run_1/pins.png
Pins as bars across the die edge, other pins in gray.
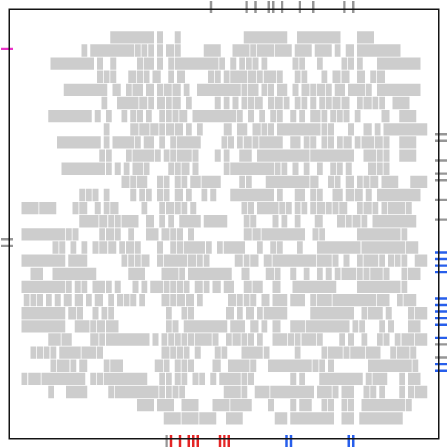
run_1/clock_map.png
Scale bar: 20 um.
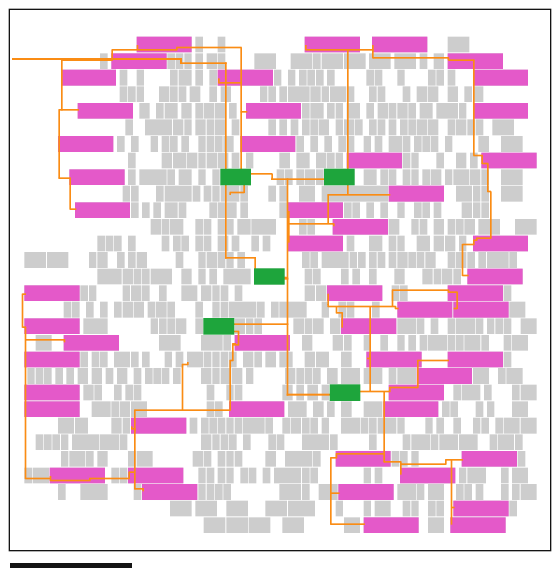
run_1/metal_stack.png
Scale bar: 20 um.
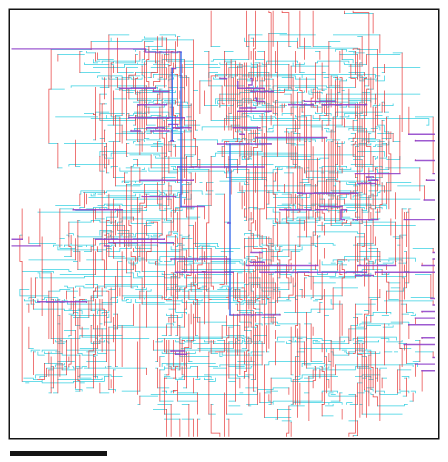
==> config.mk <==
export PLATFORM = sky130hd
export DESIGN_NAME = bridge_rx_param_flat
export DESIGN_NICKNAME = d
export VERILOG_FILES = /design/src/rtl/bridge_rx_param_if.sv /design/src/rtl/bridge_rx_param.sv /design/src/flat_wrapper.sv
export SDC_FILE = /design/constraint.sdc
export NUM_CORES = 1
export LEC_CHECK = 0
export ABC_AREA = 1
export CAP_MARGIN = 20
export CORE_MARGIN = 2
export CORE_UTILIZATION = 55
export DETAILED_ROUTE_END_ITERATION = 10
export PLACE_DENSITY = 0.85
export RECOVER_POWER = 25
export SETUP_SLACK_MARGIN = 0.05
export SYNTH_ARGS = -nofsm -noshare
export SYNTH_HDL_FRONTEND = slang
export SYNTH_SLANG_ARGS = --single-unit
==> constraint.sdc <==
create_clock -name clk -period 4.6 [get_ports clk]
set_clock_uncertainty 0.2 [all_clocks]
set_input_delay 0.69 -clock clk [delete_from_list [all_inputs] [get_ports clk]]
set_output_delay 0.69 -clock clk [all_outputs]
set_load 0.1 [all_outputs]
==> impl_metrics.yaml, run 1 <==
# synthesis and place-and-route metrics
critical_path:
  start_kind: "register"
  r2r_setup_slack_ns: 1.81
  path_max_fanout: 26
sta:
  slew_violations: 34
  worstMarginPinSlew_ns: 1.85
  final-setup-viol-count: 0
  fin_crit_ns: 3.82
  hold_violations: 0
  holdWs_ns: 0.299
global_route:
  grt_usage_pct: 25.1
  grt_start_max_net_pins: 34
  grt_pass1_vias: 3609
  grt_pass1_wl_um: 15900
cts:
  clkSinkCount: 52
  cts_inserted_buffers: 5
  cts.repair.resized: 0
  cts_tree: "built"
  postCtsHoldBufs: 0
  clkTransAtPathRegs_ns: 0.10
routing:
  vias_per_cell: 5.25
  drcViolationCount: 0
  drtIter0Drc: 322
pwr:
  power_density_nw_per_um2: 361
  power.total_mw: 1.62
cells_and_area:
  drive_gt1_share_pct: 9.53
  fin_nets: 685
  area_delta_synth_final_pct: 14.0
  seq_area_um2: 1300
  num_antenna_cells: 0
logic_synthesis:
  synth_flops: 52
  top_area_cell: "dfrtp_1"
  ys_cells: 620
  common_cells: "nand2_1, nor2_1, inv_1"
  async_flop_share_pct: 100
  ys_area_um2: 3940
  area_leaders: "dfrtp_1, nand2_1, nor2_1"
  ys_seq_share_pct: 33.0
  netlist_instances: 620
  syn_avg_cell_area_um2: 6.35
  yosys_most_used_dff: "dfrtp_1"
floorplan:
  chip_area_um2: 7850
  fp_util_pct: 57.3
  io_pins: 47
worst_hold_path:
  holdPathStages: 2
outcome:
  violations: "capacitance limit, slew limit"
  run_status: "finished, violations left"
job:
  drv_cap: 1
placed_design:
  place_hpwl_um: 7030
-- pins.png (at the start) --
legend:
  `bus_data_i`:
    color: red
    pins: 8
    direction: input
    edge: bottom
  `clk`:
    color: magenta
    pins: 1
    direction: input
    edge: left
  `bus_data_o`:
    color: blue
    pins: 16
    direction: output
    edge: 12 right, 4 bottom
port buffer count: 46
Die Y: 88.6 um
Die W: 88.6 um

-- clock_map.png (at the start) --
legend:
  clock wires:
    color: orange
    length: 634 um
  flip-flops:
    color: magenta
    count: 52
  cells driving clock nets:
    color: green
    count: 5
flops lie: spread over the die
clk ins delay skew pair: 0.31 ns
Clk pwr share: 20.0%

-- metal_stack.png (at the start) --
legend:
  met4:
    color: blue
    wire_length: 82.3 um
  met2:
    color: red
    wire_length: 4610 um
  met1:
    color: cyan
    wire_length: 4240 um
  met3:
    color: purple
    wire_length: 468 um
post-DR wirelength/cell: 12.4 um
final WL: 9400 um
vias: 3972

-- run 1: power by group --
| group | leakage, nW | switching [mW] | internal (mW) |
|---|---|---|---|
| combinational | 1.37 | 0.493 | 0.187 |
| sequential | 0.719 | 0.0900 | 0.528 |
| clock | 0.0548 | 0.161 | 0.164 |
| total | 2.15 | 0.743 | 0.879 |
-- run 1: through the flow --
stage	instance area, um2	utilization (%)	setup WS (ns)	instances
finish	4490	65.4	0.783	757
global placement	4380	63.8	1.26	749
detailed placement	4380	63.8	1.17	749
CTS	4490	65.4	0.834	757
floorplan	3940	-	1.35	620
global route	4490	65.4	0.549	757
-- run 1: area by class of cell --
cell class	count	share of cell area (%)
clock inverter	3	1.03
inverter	81	6.77
sequential	52	29.0
clock buffer	5	1.53
tap	96	2.68
multi-input combinational	473	49.8
timing repair buffer	47	9.20
-- run 1: routing by layer --
metal  global-route usage [%]  vias to the layer above  routed length, um
met1                     33.0                     1806               4240
met2                     44.1                      134               4610
met4                     5.65                        0                 82
met5                        0                        -                  0
li1                         -                     2024                  -
met3                     3.08                        8                467
-- run 1: cell families after synthesis --
kind of cell / Yosys count / synth area share (%)
xor gates and xnor gates: 3 / 0.667
buffers and inverters: 95 / 10.2
and+or+nand+nor: 397 / 42.2
DFF: 52 / 33.0
AOI/OAI and AO/OA: 60 / 9.82
adders and majority gates: 13 / 4.13
-- run 1: cells in the final DEF, fill, tap and decap left out, drive strengths merged, types with 6 or more instances in the layout --
master / count
nand4: 8
inv: 82
nor2: 96
nand2: 223
o21ai: 45
clkbuf: 7
ha: 13
buf: 18
o21bai: 6
clkdlybuf4s50: 27
dfrtp: 52
nand3: 64
-- run 1: worst max-delay path: cells and delay by family, from the launching register on --
kind	cells	cell delay, ns
buf+inv	2	0.84
simple gates	3	1.17
flops	1	0.59
run_1/registers.png
Other sequential cells in the stronger gray, the rest of the logic in the fainter gray.
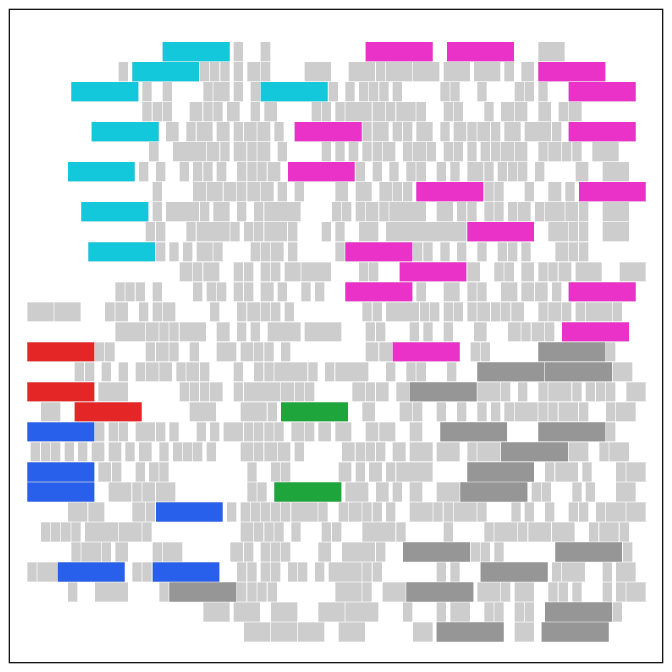

==> run 2, diff against run 1 <==
CORE_UTILIZATION = 51   (was 55)
PLACE_DENSITY = 0.83   (was 0.85)
clock period = 3.3 ns   (was 4.6 ns; I/O delays follow)
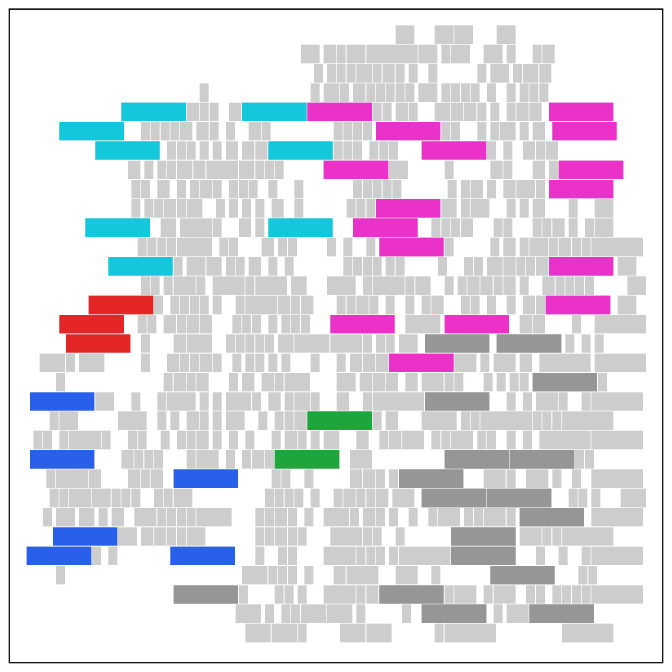
run_2/registers.png
Other sequential cells in the stronger gray, the rest of the logic in the fainter gray.
legend:
  `u_core.state`:
    color: red
    placed_flops: 3
  `u_core.cnt_r`:
    color: cyan
    placed_flops: 8
    where: top left
  `u_core.addr_r`:
    color: magenta
    placed_flops: 16
  `u_core.cmd`:
    color: green
    placed_flops: 2
  `u_core.digit_cnt`:
    color: blue
    placed_flops: 6
    where: bottom left
not colored: 17
Final Core Density: 62.0%
FF/Latch Area: 1300 um2
flop share of the area: 27.6%

==> impl_metrics.yaml, run 2 <==
# synthesis and place-and-route metrics
cells_and_area:
  area_delta_synth_final_pct: 19.7
  num_antenna_cells: 0
  lay_top_count: "nand2_1"
  final_area_um2: 4710
  lay_top_cells: "nand2_1, nor2_1, inv_1, nand3_1, dfrtp_1"
cts:
  worst_skew_pair.late_latency_ns: 0.32
  cts.repair.resized: 0
  cts_inserted_buffers: 5
  clkSinkCount: 52
critical_path:
  cp_num_cells: 5
  path_buffers: 2
  path_max_fanout: 17
  start_kind: "register"
sta:
  hold_violations: 0
  holdWs_ns: 0.289
  final-setup-viol-count: 0
  fin_crit_ns: 2.77
  slew_violations: 0
job:
  drv_cap: 0
logic_synthesis:
  synth_flops: 52
  top_area_cell: "dfrtp_1"
  ys_cells: 620
  syn_avg_cell_area_um2: 6.35
  common_cells: "nand2_1, nor2_1, inv_1"
global_route:
  grt_start_max_net_pins: 33
  grt_pass1_wl_um: 16400
floorplan:
  io_pins: 47
  die_h_um: 91.9
  die_x_um: 91.9
  chip_area_um2: 8440
routing:
  drtIter0Drc: 316
  vias_per_cell: 5.24
  vias: 4029
  wl_um: 9430
placed_design:
  io_buffers: 46
  place_area_um2: 4620
worst_hold_path:
  holdPathStages: 2
outcome:
  run_status: "finished, final reports clean"
pwr:
  power_density_nw_per_um2: 471
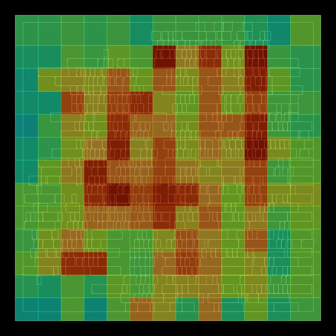
run_2/final_congestion.png
post-DR wirelength/cell: 12.3 um
met1 Use GR: 29.4%
M2 GR Usage: 40.7%
overall routing resource usage: 23.6%

run 2: where the power goes:
group	internal, mW	switching [mW]	leakage [nW]
Sequential	0.736	0.126	0.719
Clock	0.153	0.233	0.0485
Combinational	0.290	0.681	1.49
Total	1.18	1.04	2.26
run 2: area by class of cell:
type / instances / area, um2
Clock buffer: 5 / 68.8
Clock inverter: 3 / 22.5
Fill cell: 684 / 2890
Inverter: 81 / 304
Multi-Input combinational cell: 473 / 2240
Sequential cell: 52 / 1300
Tap cell: 102 / 128
Timing Repair Buffer: 53 / 653
run 2: layer usage:
metal	GRT usage, %	part of all wire (%)
met5	0	0
met4	9.70	2.0
met3	3.62	5.1
met2	40.7	49
met1	29.4	44
run 2: stage by stage:
stage,worst slack (ns),cells
global route,0.354,769
floorplan,0.247,620
CTS,0.521,769
detailed placement,0.481,760
finish,0.532,769
global placement,0.559,760
run 2: cell families after synthesis:
| group | after synthesis | synth area share (%) |
|---|---|---|
| flip-flops | 52 | 33.0 |
| AND/OR/NAND/NOR | 397 | 42.2 |
| buffers and inverters | 95 | 10.2 |
| adder cells (fa/ha/maj) | 13 | 4.13 |
| AND-OR/OR-AND | 60 | 9.82 |
| XOR/XNOR | 3 | 0.667 |
run 2: worst reg2reg max path, delay by kind of cell (launching register included):
kind	cells	cell delay (ns)
AND/OR/NAND/NOR	7	0.90
buffers and inverters	4	0.57
flip-flops	1	0.53
Power and IR drop assume default switching activity.
